==> run_1/clock_map.png <==
Scale: 10 px per um.
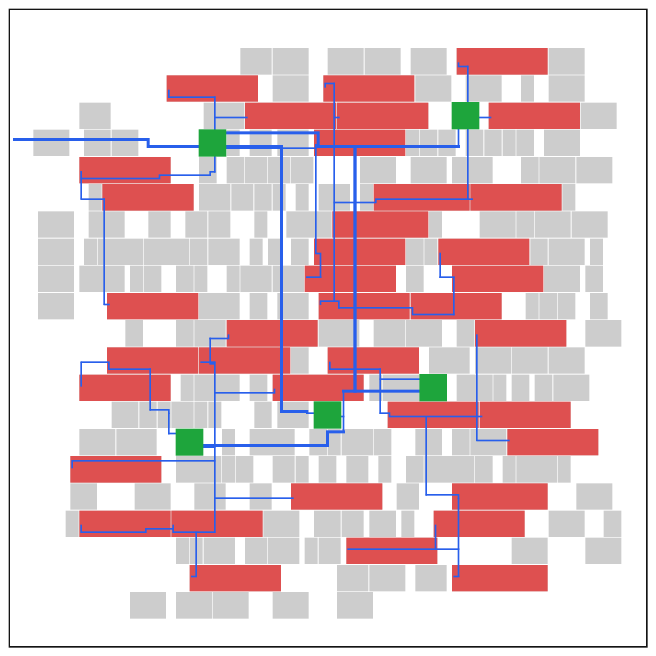
==> run_1/pdn.png <==
Scale: 8 px per um. Pins as bars on the die edge.
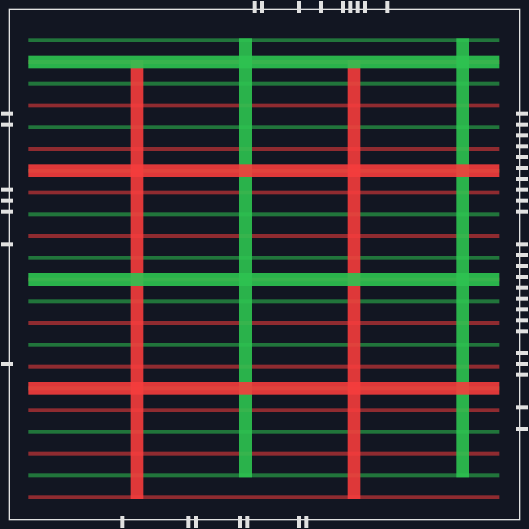
==> run_1/final_congestion.png <==
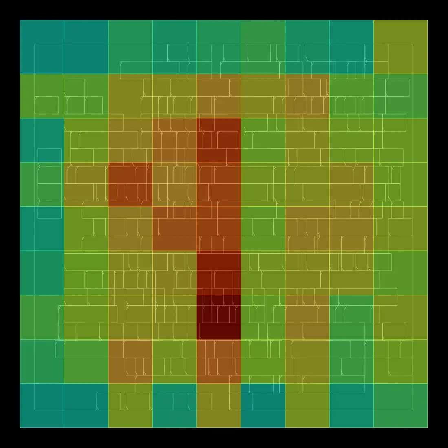
==> config.mk <==
export PLATFORM = sky130hd
export DESIGN_NAME = vga_raster_out
export DESIGN_NICKNAME = d
export VERILOG_FILES = /design/src/rtl/vga_pkg.sv /design/src/rtl/vga_timing_counter.sv /design/src/rtl/vga_raster_out.sv
export SDC_FILE = /design/constraint.sdc
export NUM_CORES = 1
export LEC_CHECK = 0
export CAP_MARGIN = 20
export CORE_MARGIN = 2
export CORE_UTILIZATION = 52
export DETAILED_ROUTE_END_ITERATION = 7
export PLACE_DENSITY = 0.94
export REMOVE_ABC_BUFFERS = 1
export SKIP_CTS_REPAIR_TIMING = 1
export SYNTH_ARGS = -nofsm -noshare
export SYNTH_HDL_FRONTEND = slang
export SYNTH_SLANG_ARGS = --single-unit
==> constraint.sdc <==
create_clock -name clk -period 6.2 [get_ports clk]
set_clock_uncertainty 0.1 [all_clocks]
set_input_delay 0.93 -clock clk [delete_from_list [all_inputs] [get_ports clk]]
set_output_delay 0.93 -clock clk [all_outputs]
set_load 0.03 [all_outputs]
==> changes_impl.md, run 1 <==
### Physical design

* Met1 wire length at 1.64 mm
* Floorplan core density at 54.9%
* Slew of the pin with the lowest slew margin at 0.935 ns
* Fmax at 338 MHz
* Crit-path max cell delay at 0.79 ns
* Multiplexer share at 2.98%
* GP Congestion at 0.870
* Yosys chip area at 1850 um2
* Cell Type Count at 42
* DP Worst Slack at 3.60 ns
* First-pass GRT wire length at 6.29 mm
* Avg Cell Area, Syn at 10.3 um2
* Worst setup EP type: output port
* Setup ws final at 3.24 ns
* DR WL/cell at 13.7 um
* Hold Fails Final Rpt at 0
* Largest net degree at the start of global routing at 39
* Clock tree root buffer cell: clkbuf_4
* Setup TNS at 0 ns
* Final period utilization at 47.7%
* Top cells excl fill/tap: clkdlybuf4s50_1 (45), dfrtp_1 (34), inv_1 (15), o21ai_0 (15)
* Sequential Power Share at 60.9%
* DRT antenna net count at 0
* Adder-cell share of the synthesized area at 3.39%
* Post-route cell area at 2360 um2
* Uppermost layer routed: met4
* Initial antenna violation count at 0
* Slew HR at 37.1%
* Worst hold stages at 1
* Slowest CP cell: dfrtp_1
* Final setup viols at 0
* Count of tool warnings at 29
* Max Cap Violations at 0
* Biggest area cells: dfrtp_1 (46%), dfstp_2 (5.7%), o21ai_0 (4.1%), ha_1 (3.4%), inv_1 (3.0%)
* I/O pin total at 47
* Synthesized cell area at 1850 um2
* Gate power share at 6.8%
* Core Util, Final at 70.2%
* RSZ-0062 raised after global routing: false
* R2R Setup Slk at 3.93 ns
* H-tree Lvls at 2
* XOR Share, Synth at 4.27%
* CP Class: reg2out
* Synth warnings at 0
* Cell breakdown of the critical path: clkdlybuf4s50_1
* Yosys reg bits at 38
* Logic area at 774 um2
* Synth Seq Share at 51.7%
* Number of DRC markers in iteration 0 at 74
* LEAKAGE at 1.00 nW
* Port bufs at 46
* N_diodes at 0
* Minimum clock period at 2.96 ns
* CTS sink count at 38
* Switching share of total power at 23.4%
* Yosys aoi share at 8.67%
* Ys flop type: dfrtp_1
* CTS tree: done
* Worst-case reg-to-reg path depth at 4
* Rows at 21
* Met3 routed WL at 255 um
* Non-Filler Instances at 270
* Fillers at 263
* Top cells by count, synth: dfrtp_1 (34), inv_1 (15), o21ai_0 (15)
* Flop area at 956 um2
* Via count at 1445
* Area Overhead vs Synth at 27.7%
* Pwr/cell area at 176 nW/um2
* Internal power at 0.000318 W
* NetSw at 0.0000969 W
* Largest delay share family, worst path: flip-flops
* Commonest Layout Cell: clkdlybuf4s50_1
* Worst path required time at 5.17 ns
* GR Overflow Total at 0
* Flip-flops with a built-in enable at 0
* Max-slew violations at 0
* Crit path launch type: flop
* Hpwl dp at 2.70 mm
* Dpl cells at 262
* TritonCTS Buffers at 5
* Total Power at 0.000414 W
* WL final at 3.71 mm
* Worst path depth at 1
* Via-per-instance ratio at 5.35
* Post-Synthesis Cells at 180
* Post-synthesis simple-gate area fraction at 22.6%
* Status: completed
* Count leader, synth: dfrtp_1
* Die Size at 4050 um2
* Nets@finish at 238
* Critical path buffer and inverter count at 1
* Final hold slack at 0.361 ns
* Clock buffer depth at 2
* CP Max Fanout at 26
About clock_map.png:
[clock wires] blue | length: 459 um
[flip-flops] red | count: 38
[cells driving clock nets] green | count: 5
routed clock nets	6
Clk pwr share: 32.3%
clk pwr: 0.000134 W
Clock Latency Late Sink: 0.34 ns

About pdn.png:
net	colour
VSS	red
VDD	green
rows	21
met4 straps	4
met1 rails	22
met5 straps	4
Die H: 63.6 um
maximum vdd drop: 0.0985 mV
Die X: 63.6 um
area of the core: 3360 um2

About final_congestion.png:
met2 Usage GRT: 32.0%
gr usage total: 20.4%

## run 1: per-layer routing
metal  vias up  track usage [%]
met5         -                0
met4         0             7.34
met3         4             7.86
met2        45             32.0
met1       691             25.6
li1        705                -
## run 1: power groups by stage
stage / Combinational, W / Clock [W] / Sequential [W]
after global routing: 0.0000306 / 0.000150 / 0.000253
final: 0.0000284 / 0.000134 / 0.000252
after global placement: 0.0000282 / 0 / 0.000257
after CTS: 0.0000290 / 0.000139 / 0.000252
after floorplan: 0.00000171 / 0 / 0.000265
after detailed placement: 0.0000289 / 0 / 0.000257
## run 1: layout make-up
type	count	area share, %
Sequential cell	38	40.5
Multi-Input combinational cell	117	32.8
Clock inverter	1	0.212
Timing Repair Buffer	46	19.3
Inverter	15	2.39
Clock buffer	7	2.33
Tap cell	46	2.44
==> run_1/metal_stack.png <==
Scale: 10 px per um. Only two layers are drawn.
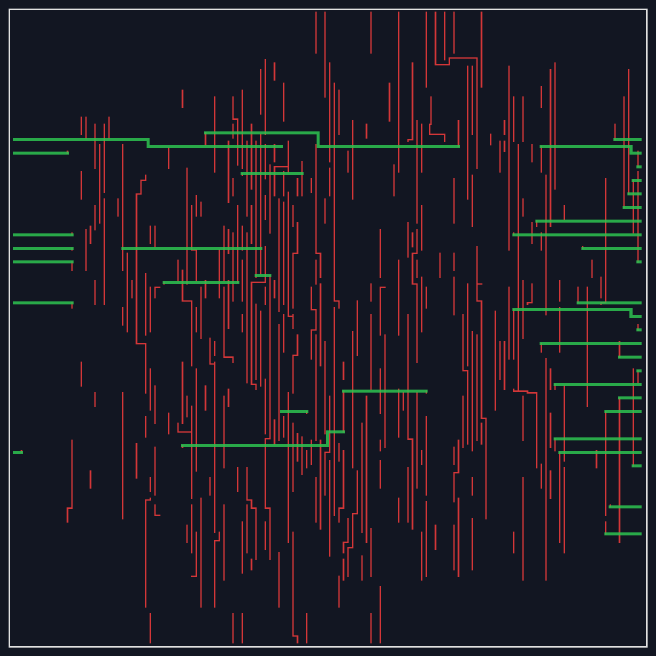

==> run 2: changes to the inputs <==
- CORE_UTILIZATION: 52 -> 48
- PLACE_DENSITY: 0.94 -> 0.89
- clock period: 6.2 -> 2.83 ns (I/O delays scaled with it)
==> run_2/metal_stack.png <==
Scale: 8 px per um. Only two layers are drawn.
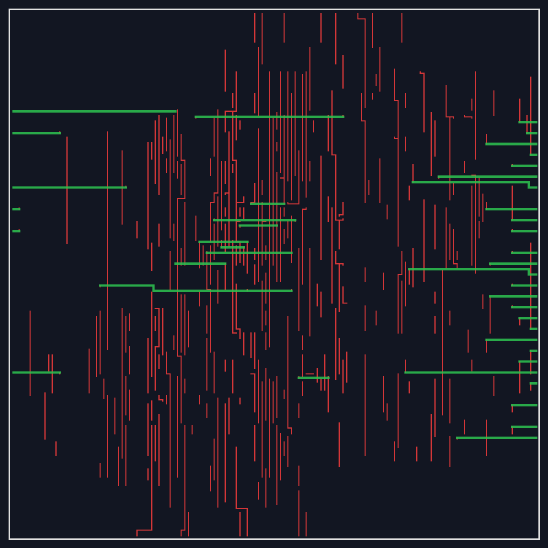
layer	colour	wire length
met3	green	273 um
met2	red	1650 um
gr usage total: 18.8%
WL final: 3.61 mm
via count: 1455
DR WL/cell: 13.2 um

==> run_2/pdn.png <==
Scale: 8 px per um. Pins as bars on the die edge.
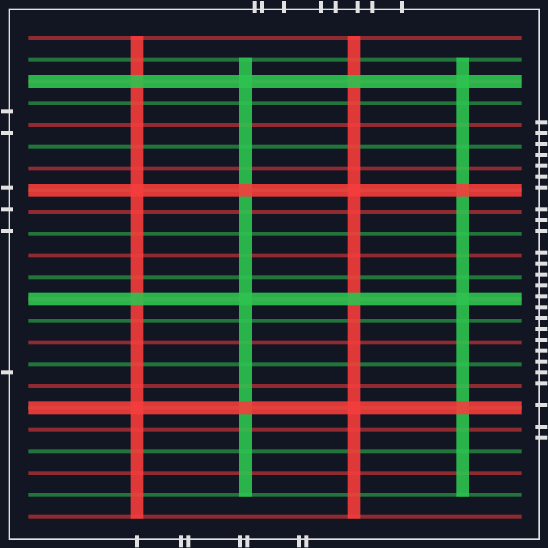
net	colour
VSS	red
VDD	green
rows	22
met4 straps	4
signal pins	47
Die X: 66.1 um
Die H: 66.1 um

==> changes_impl.md, run 2 <==
### Physical design

* Status: completed
* Pwr/cell area at 436 nW/um2 (+150%)
* Slowest CP cell: or4_4
* Setup ws final at 0.663 ns (-2.58 ns)
* Commonest Layout Cell: clkdlybuf4s50_1
* Yosys reg bits at 38 (unchanged)
* Hold Fails Final Rpt at 0 (unchanged)
* Clock tree root buffer cell: clkbuf_8
* Top cells by count, synth: dfrtp_1 (34), inv_1 (15), o21ai_0 (15)
* Avg Cell Area, Syn at 10.3 um2 (unchanged)
* Yosys chip area at 1850 um2 (unchanged)
* Fillers at 308 (+17%)
* Cell Type Count at 42 (unchanged)
* Internal power at 0.000834 W (+160%)
* Final setup viols at 0 (unchanged)
* GP Congestion at 0.919 (+5.5%)
* Post-route cell area at 2430 um2 (+2.8%)
* CP Class: reg2reg
* Clk pwr share at 42.1% (+9.8 points)
* Gate power share at 5.8% (-1.0 points)
* Die Size at 4360 um2 (+7.8%)
* GR Overflow Total at 0 (unchanged)
* Worst path required time at 2.90 ns (-2.27 ns)
* Synth warnings at 0 (unchanged)
* GR met1 Demand/Resource at 23.4% (-2.2 points)
* LEAKAGE at 1.04 nW (+3.3%)
* Top power group: sequential cells
* CP Max Fanout at 11 (-58%)
* Max-slew violations at 0 (unchanged)
* Fmax at 461 MHz
* Minimum clock period at 2.17 ns
* Slew HR at 46.6% (+9.5 points)
* Core Util, Final at 65.8% (-4.4 points)
* Biggest area cells: dfrtp_1 (46%), dfstp_2 (5.7%), o21ai_0 (4.1%), ha_1 (3.4%), inv_1 (3.0%)
* Synth Seq Share at 51.7% (unchanged)
* Sequential Power Share at 52.2% (-8.7 points)
* Number of DRC markers in iteration 0 at 75 (+1.4%)
* Synthesized cell area at 1850 um2 (unchanged)
* Maximum vdd drop at 0.335 mV (+240%)
* RSZ-0062 raised after global routing: false
* R2R Setup Slk at 0.66 ns (-3.27 ns)
* Met3 routed WL at 273 um (+7.1%)
* Non-Filler Instances at 274 (+1.5%)
* DP Worst Slack at 0.673 ns (-2.93 ns)
* Final hold slack at 0.116 ns (-0.244 ns)
* Met2 Usage GRT at 31.2% (-0.79 points)
* Rows at 22 (+4.8%)
* Nets@finish at 240 (+0.84%)
* Cell breakdown of the critical path: or2_0 -> or4_4 -> nor3_1 -> mux2_2
* Post-Synthesis Cells at 180 (unchanged)
* Clock buffer depth at 2 (unchanged)
* Power Sequential at 0.000552 W (+120%)
* Met3 Use GR at 6.13% (-1.7 points)
* Switching share of total power at 21.2% (-2.2 points)
* CTS sink count at 38 (unchanged)
* N_diodes at 0 (unchanged)
* Worst setup EP type: flop
* Area Overhead vs Synth at 31.3%
* Clock Latency Late Sink at 0.29 ns (-0.05 ns)
* Dpl cells at 266 (+1.5%)
* CTS tree: done
* Final period utilization at 76.6%
* Worst-case reg-to-reg path depth at 4 (unchanged)
* Hpwl dp at 2.57 mm (-4.6%)
* Met1 wire length at 1.65 mm (+0.61%)
* Uppermost layer routed: met4
* DRT antenna net count at 0 (unchanged)
* Total Power at 0.00106 W (+160%)
* Ys flop type: dfrtp_1
* Comb pwr at 0.0000613 W (+120%)
run 2: cell counts after synthesis:
Identical to the previous run, type by type.
run 2: logic make-up after synthesis:
| family | synth area share (%) |
|---|---|
| simple gates | 22.6 |
| compound gates | 8.67 |
| xor+xnor | 4.27 |
| buf+inv | 6.36 |
| fa+ha+maj | 3.39 |
| flops | 51.7 |
| mux | 2.98 |
run 2: critical path: cells and delay by family (launching register included):
| kind | cells | cell delay (ns) |
|---|---|---|
| DFF | 1 | 0.43 |
| muxes | 1 | 0.35 |
| and+or+nand+nor | 3 | 1.18 |
run 2: final cells by class:
cell class,instances,area (um2),area share [%]
clock buffers,5,68.8,2.84
flip-flops and latches,38,956,39.4
inverters,15,56.3,2.32
multi-input cells,117,774,31.9
well taps,48,60.1,2.48
repair buffers,48,470,19.4
clock inverters,3,40.0,1.65
Power figures rest on the tool's default switching activity, not on a simulated workload.
